$ cat src/rtl/uart_pkg.sv
// Shared UART definitions used by both the receiver and the transmitter
// on the same link.
package uart_pkg;

  localparam int UART_FRAME_BITS = 8;

  typedef enum logic [2:0] {
    IDLE,
    START,
    DATA,
    STOP,
    WAIT_HIGH
  } uart_rx_state_t;

  function automatic int baud_period(input int clk_freq, input int baud_rate);
    return clk_freq / baud_rate;
  endfunction

endpackage

$ cat src/rtl/sync_2ff.sv
// Two-flop bit synchronizer for asynchronous inputs, with a selectable
// reset value so idle-high lines do not glitch out of reset.
module sync_2ff #(
  parameter logic RESET_VALUE = 1'b0
) (
  input  logic clk,
  input  logic reset,
  input  logic d,
  output logic q
);

  logic meta;

  always_ff @(posedge clk) begin
    if (reset) begin
      meta <= RESET_VALUE;
      q    <= RESET_VALUE;
    end else begin
      meta <= d;
      q    <= meta;
    end
  end

endmodule

$ cat src/rtl/uart_receiver.sv
// 8N1 UART receive stage: synchronizes rx_in, recovers frames with a
// mid-bit sampling FSM, and presents each good byte with a one-cycle strobe.
//
// state     | meaning
// IDLE      | line idle, waiting for a falling edge on rx_sync
// START     | timing to mid start bit to confirm it is not a glitch
// DATA      | sampling 8 data bits, LSB first, one per baud period
// STOP      | sampling the stop bit; high = good frame, low = framing error
// WAIT_HIGH | line held low after a bad stop bit, wait for it to release
module uart_receiver
  import uart_pkg::*;
#(
  parameter int CLK_FREQ   = 100_000_000,
  parameter int BAUD_RATE  = 9600,
  parameter int DATA_WIDTH = 4
) (
  input  logic                  clk,
  input  logic                  reset,
  input  logic                  rx_in,
  output logic [7:0]            data_out,
  output logic                  data_valid,
  output logic                  frame_error,
  output logic                  busy,
  output logic [DATA_WIDTH-1:0] status_leds
);

  localparam int BAUD_PERIOD = baud_period(CLK_FREQ, BAUD_RATE);
  localparam int HALF_PERIOD = BAUD_PERIOD / 2;
  localparam logic [15:0] BAUD_LAST = 16'(BAUD_PERIOD - 1);
  localparam logic [15:0] HALF_LAST = 16'(HALF_PERIOD - 1);
  localparam logic [2:0]  LAST_BIT  = 3'(UART_FRAME_BITS - 1);

  if (BAUD_PERIOD < 4 || BAUD_PERIOD > 65535) begin : g_bad_baud
    $error("uart_receiver: CLK_FREQ/BAUD_RATE must lie in 4..65535");
  end
  if (DATA_WIDTH < 1 || DATA_WIDTH > 8) begin : g_bad_width
    $error("uart_receiver: DATA_WIDTH must lie in 1..8");
  end

  logic           rx_sync;
  uart_rx_state_t state_q, state_d;
  logic [15:0]    cnt_q, cnt_d;
  logic [2:0]     bit_idx_q, bit_idx_d;
  logic [7:0]     shift_q, shift_d;
  logic [7:0]     data_d;
  logic           valid_d, ferr_d;

  sync_2ff #(.RESET_VALUE(1'b1)) u_rx_sync (
    .clk   (clk),
    .reset (reset),
    .d     (rx_in),
    .q     (rx_sync)
  );

  always_ff @(posedge clk) begin
    if (reset) begin
      state_q     <= IDLE;
      cnt_q       <= '0;
      bit_idx_q   <= '0;
      shift_q     <= '0;
      data_out    <= '0;
      data_valid  <= 1'b0;
      frame_error <= 1'b0;
      busy        <= 1'b0;
      status_leds <= '0;
    end else begin
      state_q     <= state_d;
      cnt_q       <= cnt_d;
      bit_idx_q   <= bit_idx_d;
      shift_q     <= shift_d;
      data_out    <= data_d;
      data_valid  <= valid_d;
      frame_error <= ferr_d;
      busy        <= (state_d != IDLE);
      if (valid_d) status_leds <= data_d[DATA_WIDTH-1:0];
    end
  end

  always_comb begin
    state_d   = state_q;
    cnt_d     = cnt_q;
    bit_idx_d = bit_idx_q;
    shift_d   = shift_q;
    data_d    = data_out;
    valid_d   = 1'b0;
    ferr_d    = 1'b0;

    case (state_q)
      IDLE: begin
        if (!rx_sync) begin
          cnt_d   = '0;
          state_d = START;
        end
      end
      START: begin
        if (cnt_q == HALF_LAST) begin
          if (!rx_sync) begin
            cnt_d     = '0;
            bit_idx_d = '0;
            state_d   = DATA;
          end else begin
            state_d = IDLE;
          end
        end else begin
          cnt_d = cnt_q + 16'd1;
        end
      end
      DATA: begin
        if (cnt_q == BAUD_LAST) begin
          shift_d[bit_idx_q] = rx_sync;
          cnt_d              = '0;
          if (bit_idx_q == LAST_BIT) state_d = STOP;
          else                       bit_idx_d = bit_idx_q + 3'd1;
        end else begin
          cnt_d = cnt_q + 16'd1;
        end
      end
      STOP: begin
        if (cnt_q == BAUD_LAST) begin
          cnt_d = '0;
          if (rx_sync) begin
            data_d  = shift_q;
            valid_d = 1'b1;
            state_d = IDLE;
          end else begin
            ferr_d  = 1'b1;
            state_d = WAIT_HIGH;
          end
        end else begin
          cnt_d = cnt_q + 16'd1;
        end
      end
      // A held-low line (break) must release before a new start is accepted.
      WAIT_HIGH: begin
        if (rx_sync) state_d = IDLE;
      end
      default: state_d = IDLE;
    endcase
  end

endmodule

$ cat config.mk
export PLATFORM = sky130hd
export DESIGN_NAME = uart_receiver
export DESIGN_NICKNAME = d
export VERILOG_FILES = /design/src/rtl/uart_pkg.sv /design/src/rtl/sync_2ff.sv /design/src/rtl/uart_receiver.sv
export SDC_FILE = /design/constraint.sdc
export NUM_CORES = 1
export LEC_CHECK = 0
export ABC_AREA = 1
export CELL_PAD_IN_SITES_DETAIL_PLACEMENT = 0
export CELL_PAD_IN_SITES_GLOBAL_PLACEMENT = 1
export CORE_MARGIN = 10
export CORE_UTILIZATION = 38
export DETAILED_ROUTE_END_ITERATION = 10
export GPL_ROUTABILITY_DRIVEN = 0
export HOLD_SLACK_MARGIN = 0.03
export PLACE_DENSITY_LB_ADDON = 0.05
export SYNTH_ARGS = -nofsm -noshare
export SYNTH_HDL_FRONTEND = slang
export SYNTH_SLANG_ARGS = --single-unit
$ cat constraint.sdc
create_clock -name clk -period 1.9 [get_ports clk]
set_clock_uncertainty 0.2 [all_clocks]
set_input_delay 0.19 -clock clk [delete_from_list [all_inputs] [get_ports clk]]
set_output_delay 0.19 -clock clk [all_outputs]
set_load 0.01 [all_outputs]
Run 1, supply network:
The bar under the picture is 20 um long. Pins as bars on the die edge.
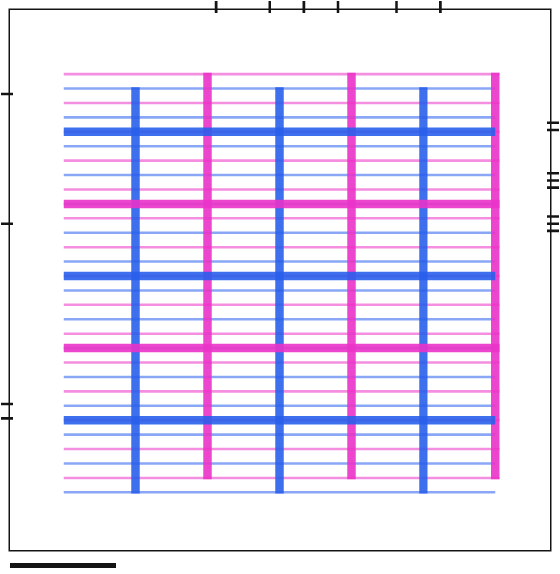
| colour | net |
|---|---|
| blue | VSS |
| magenta | VDD |
met5 straps: 5
signal pins: 18
met4 straps: 6
met1 rails: 30
Core ar.: 6420 sq um
Max rail drop VDD: 0.000303 V
die height: 102 um
die width: 102 um

Run 1, placed cells, one colour a class:
The bar under the picture is 20 um long.
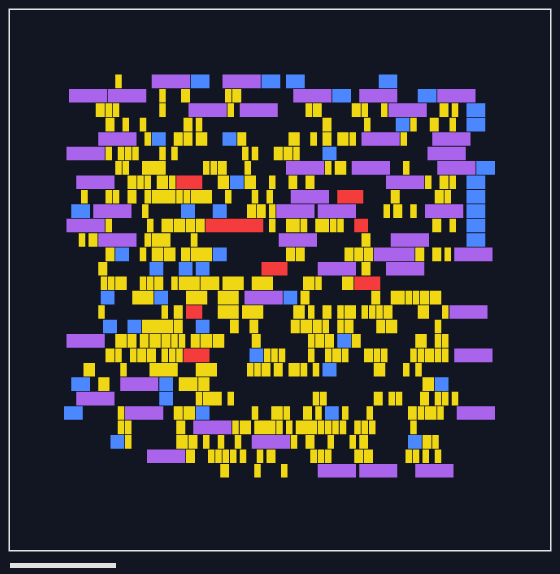
| colour | class | cells | share of their area |
|---|---|---|---|
| red | clock drivers and dummy loads | 8 | 3.8% |
| yellow | all other logic | 318 | 52% |
| blue | other buffers and delay cells | 45 | 13% |
| purple | flip-flops | 47 | 31% |
Final Cell Area: 3100 sq um
Rows: 29
Final Util: 0.483
register share of the cell area: 0.304

Run 1, clock distribution:
The bar under the picture is 20 um long.
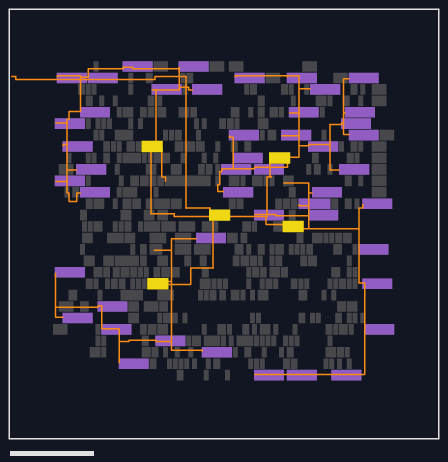
[yellow] cells driving clock nets | count: 5
[orange] clock wires | length: 641 um
[purple] flip-flops | count: 47
flops lie: spread over the die
routed clock nets: 6
Clk. pwr: 0.755 mW
clock share of power: 0.404
clock latency at the later pin of the worst-skew pair: 0.30 ns

Run 1, routed metal, one colour a layer:
Only two layers are drawn.
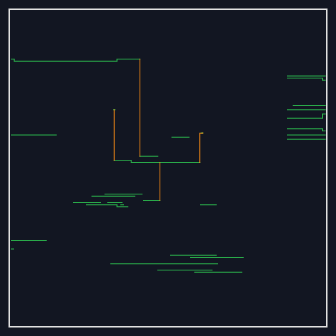
| colour | layer | wire length |
|---|---|---|
| green | met3 | 371 um |
| orange | met4 | 70.3 um |
routed via count: 2443
GRT Overall Usage: 0.129

==> flow_summary.ini, run 1 <==
; synthesis and place-and-route metrics
[outcome]
status = completed

[cts]
post_cts_buffers = 0
htree_levels = 2
clock_path_buffers = 2
cts_made_buffers = 5
post_cts_resized = 1
clock-root-buffer = clkbuf_8
hold_buffers = 0
tritoncts = done

[flow_run]
cap_violations = 0
warning_count = 27

[power_and_ir_drop]
powerDensity_nw_per_um2 = 603
seqPwrFrac = 0.532
internal-power_mw = 1.43
sequentialPower_mw = 0.994
p_comb_frac = 0.065
maxPowerGroup = registers
p_leak_nw = 1.25
comb_power_mw = 0.121
switching_power_mw = 0.441

[grt]
grt_first_pass_wirelength_um = 10900
grt-ovfl-total = 0
grt_max_degree = 21

[timing]
worstMarginPinSlew_ns = 0.402
fmaxAchievable_mhz = 553
finalHoldViolCount = 0
relSlewSlack = 0.732
setup_violations = 0
drv_slew = 0
final_period_minus_worst_setup_slack_ns = 1.81
period_used_share = 0.952

[critical_path]
endpoint = bit_idx_q[0]
path_buffers = 1
cp.arrival_ns = 1.82
path_delay_family = simple AND/OR/NAND/NOR gates
cp_max_fo = 5
start_kind = flip-flop
cp_slowest_stage_delay_ns = 0.37
r2r_start = cnt_q[8]
cp-startpoint = cnt_q[8]
cp-end-kind = flip-flop
path_cells = nor2_2 > nand2_2 > nor2_2 > nand2_2 > nand2_4 > buf_4 > nand2_1 > nor2_1 > nor2_1

[logic_synthesis]
largest_area_cell = dfxtp_1
ys_ff = 47
ys_area_sq_um = 2550
synthCells = 375
yosys_cells = 375
synthArstFlopShare = 0
xor_area_frac = 0
ys_seq_frac = 0.370
top_area_frac = 0.370
yosysWarnings = 0
yosys_most_used_dff = dfxtp_1
syn_area_sq_um = 2550
edf_count = 0
area_leaders = dfxtp_1, nand2_1, nand3_1
synthAdderAreaFrac = 0.0147

[min_path]
hold_depth = 1
whs_endpoint = u_rx_sync.q
hold_class = flip-flop to flip-flop

[place]
dpl.hpwl_um = 4930
numPortBuffers = 17

[drt]
firstDrtPassIters = 4
first_iter_violations = 123
remaining_drc_errors = 0

[layout]
lay_top_cells = nand2_1, nor2_1, dfxtp_1, nand3_1, inv_1
drive_above_1_share = 0.194
final_nets = 423
layout_top_cell = nand2_1
syn2layout_area_growth_pct = 21.9

[floorplanning]
pin_count = 18
-- run 1: stage by stage --
step | total power [mW] | worst slack [ns] | instances | TNS (ns) | hold WS, ns
after floorplan | 1.10 | 0.127 | 375 | 0 | 0.0938
after global routing | 1.96 | -0.0169 | 495 | -0.0766 | 0.236
final | 1.87 | 0.0905 | 495 | 0 | 0.229
after CTS | 1.90 | 0.0438 | 492 | 0 | 0.238
after detailed placement | 1.14 | -0.0122 | 484 | -0.0150 | 0.209
after global placement | 1.14 | 0.0464 | 484 | 0 | 0.209
-- run 1: routing by layer --
metal | vias to the layer above | routed length, um | track usage
li1 | 1306 | - | -
met1 | 1080 | 3260 | 0.182
met2 | 49 | 2700 | 0.192
met3 | 8 | 370 | 0.0290
met4 | 0 | 70 | 0.0390
met5 | - | 0 | 0
-- run 1: worst reg2reg max path, stage by stage, from the launching register on --
cell     delay, ns
dfxtp_1       0.37
nor2_2        0.18
nand2_2       0.11
nor2_2        0.22
nand2_2       0.13
nand2_4       0.09
buf_4         0.14
nand2_1       0.10
nor2_1        0.12
nor2_1        0.05
-- run 1: layout make-up --
| class | count | area, sq um |
|---|---|---|
| Fill cell | 677 | 3320 |
| Multi-Input combinational cell | 278 | 1420 |
| Sequential cell | 47 | 942 |
| Timing Repair Buffer | 45 | 380 |
| Inverter | 40 | 150 |
| Tap cell | 77 | 96.3 |
| Clock buffer | 5 | 68.8 |
| Clock inverter | 3 | 46.3 |
-- run 1: flip-flops by register name, summed over array words and instances (netlist names) --
signal          flops
status_leds         4
data_out            8
u_rx_sync.q         1
frame_error         1
state_q             3
bit_idx_q           3
shift_q             8
busy                1
u_rx_sync.meta      1
data_valid          1
cnt_q              16
==> run 2, diff against run 1 <==
--- a/config.mk
+++ b/config.mk
@@ -5,11 +5,11 @@
 export SDC_FILE = /design/constraint.sdc
 export NUM_CORES = 1
 export LEC_CHECK = 0
-export ABC_AREA = 1
 export CELL_PAD_IN_SITES_DETAIL_PLACEMENT = 0
 export CELL_PAD_IN_SITES_GLOBAL_PLACEMENT = 1
 export CORE_MARGIN = 10
-export CORE_UTILIZATION = 38
+export CORE_UTILIZATION = 39
+export CTS_CLUSTER_SIZE = 20
 export DETAILED_ROUTE_END_ITERATION = 10
 export GPL_ROUTABILITY_DRIVEN = 0
 export HOLD_SLACK_MARGIN = 0.03
Run 2, placed cells, one colour a class:
The bar under the picture is 20 um long.
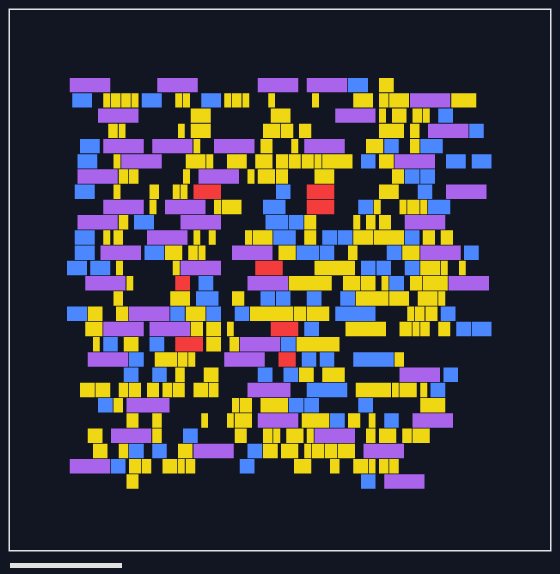
| colour | class | cells | share of their area |
|---|---|---|---|
| purple | flip-flops | 47 | 30% |
| blue | other buffers and delay cells | 83 | 23% |
| yellow | all other logic | 198 | 43% |
| red | clock drivers and dummy loads | 8 | 3.2% |
register share of the cell area: 0.294
Final Cell Area: 3210 sq um
Final Util: 0.576

==> flow_summary.ini, run 2 <==
; synthesis and place-and-route metrics
[layout]
signal_buffers = 83
flops = 47
reg.largest.list = cnt_q: 16 flops, data_out: 8 flops, shift_q: 8 flops
final_nets = 341
largest_register_ffs = 16
logic_gates = 195
logic_area_sq_um = 1340
nonClkBufAreaFrac = 0.227
largestClassByArea = logic gates
instances_no_fill = 408
clkbuf_count = 6
register_area_sq_um = 943
regMostFlops = cnt_q
comb_share = 0.416
lay_top_cells = buf_4, dfxtp_1, nand2_1, clkdlybuf4s50_1
layout_top_cell = buf_4
drive_above_1_share = 0.298
nFillCells = 538
inverters = 3
clock_area_frac = 0.0308

[timing]
fmaxAchievable_mhz = 411
relSlewSlack = 0.715
drv_slew = 0
final_period_minus_worst_setup_slack_ns = 2.43
timing.setup.tns_ns = -16.41
hold_ws_ns = 0.236
setup_violations = 45
period_used_share = 1.28
finalHoldViolCount = 0
layout_setup_ws_ns = -0.533

[critical_path]
cp.arrival_ns = 2.45
cp-end-kind = flip-flop
r2r_start = cnt_q[8]
start_kind = flip-flop
cp_slowest_stage_delay_ns = 0.59
cp_max_fo = 6

[cts]
hold_buffers = 0
clock.latency.late_pin_ns = 0.30
htree_levels = 2
tritoncts = done
cts_made_buffers = 5
clock_path_buffers = 2
clock-root-buffer = clkbuf_8

[logic_synthesis]
xor_area_frac = 0.00770
area_leaders = dfxtp_1, nand2_1, a21oi_1
yosys_most_used_dff = dfxtp_1
synthCells = 259
yosysWarnings = 0
synthAdderAreaFrac = 0.0165
yosys_cells = 259
synthArstFlopShare = 0
top_area_frac = 0.414
edf_count = 0
ys_seq_frac = 0.414
largest_area_cell = dfxtp_1
ys_area_sq_um = 2270
syn_area_sq_um = 2270

[place]
numPortBuffers = 17
placed_cells = 394
place_ws_ns = -0.555
dpl.hpwl_um = 4210

[floorplanning]
pin_count = 18
coreArea_sq_um = 5570
placementRows = 27
num_tap_cells = 72

[power_and_ir_drop]
p_leak_nw = 1.31
powerDensity_nw_per_um2 = 617
total_power_mw = 1.98

[grt]
use_met2 = 0.196
grt-ovfl-total = 0
grt_first_pass_wirelength_um = 10000
grt-busiest-layer = met2
grt_util_all_layers = 0.134
use_met3 = 0.0439
grt_max_degree = 32
grt_use_met1 = 0.184

[outcome]
violations = negative setup slack
status = finished, violations left

[min_path]
hold_class = flip-flop to flip-flop
whs_endpoint = u_rx_sync.q
hold_depth = 1

[drt]
vias = 2174
wl_met3_um = 371
remaining_drc_errors = 0
first_iter_violations = 90
wl_met1_um = 2980
firstDrtPassIters = 4
highest_layer = met4

[flow_run]
warning_count = 29
cap_violations = 0
Run 2, supply network:
The bar under the picture is 20 um long. Pins as bars on the die edge.
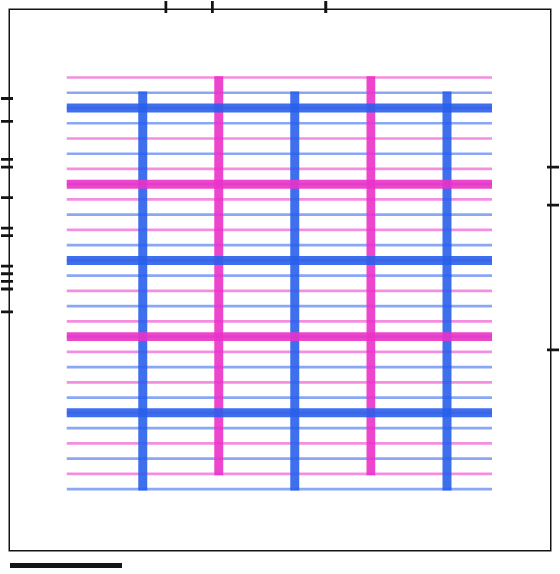
| colour | net |
|---|---|
| blue | VSS |
| magenta | VDD |
met1 rails: 28
rows: 27
Max rail drop VDD: 0.000348 V
die width: 96.4 um

run 2: netlist changes by cell type after synthesis, moves of 6 or more:
cell	before	now
nand2_1	82	38
nor2_1	49	17
inv_1	33	3
nand3_1	41	12
a21oi_1	28	17
nand2_2	11	0
o21ai_0	12	3
mux2i_1	0	8
a21o_1	0	7
inv_2	6	0
nor2_2	6	0
nor2_4	6	0
run 2: timing repair:
item | CTS | global route
endpoints found under the setup margin | 44 | 45
cloned | 0 | 0
pin swaps | 13 | 9
buffers inserted | 4 | 2
gates resized | 16 | 6
run 2: worst max-delay path by stage:
stage | endpoint | from | slack, ns | cells past startpoint
2_1_floorplan | bit_idx_q[1] | cnt_q[4] | -0.56 | 6
3_3_place_gp | bit_idx_q[2] | cnt_q[8] | -0.54 | 5
3_5_place_dp | bit_idx_q[2] | cnt_q[8] | -0.56 | 5
4_1_cts | bit_idx_q[1] | cnt_q[8] | -0.54 | 5
5_1_grt | bit_idx_q[1] | cnt_q[8] | -0.60 | 5
6_report | bit_idx_q[1] | cnt_q[8] | -0.53 | 5
run 2: critical path: cells and delay by family (launching register included):
family | cells | cell delay (ns)
AOI/OAI and AO/OA | 3 | 0.67
and+or+nand+nor | 2 | 1.16
DFF | 1 | 0.33
run 2: cells by family (layout without fill, tap and decap cells):
group / after synthesis / after routing
muxes: 8 / 8
and+or+nand+nor: 128 / 128
adders and majority gates: 3 / 3
xor gates and xnor gates: 2 / 2
buffers and inverters: 17 / 94
AOI/OAI and AO/OA: 54 / 54
DFF: 47 / 47
run 2: power breakdown:
| group | switching [mW] | total, mW | internal, mW |
|---|---|---|---|
| clock network | 0.363 | 0.661 | 0.298 |
| registers | 0.0184 | 1.02 | 1.00 |
| logic | 0.149 | 0.298 | 0.148 |
Power is estimated from default activity; no workload was simulated.
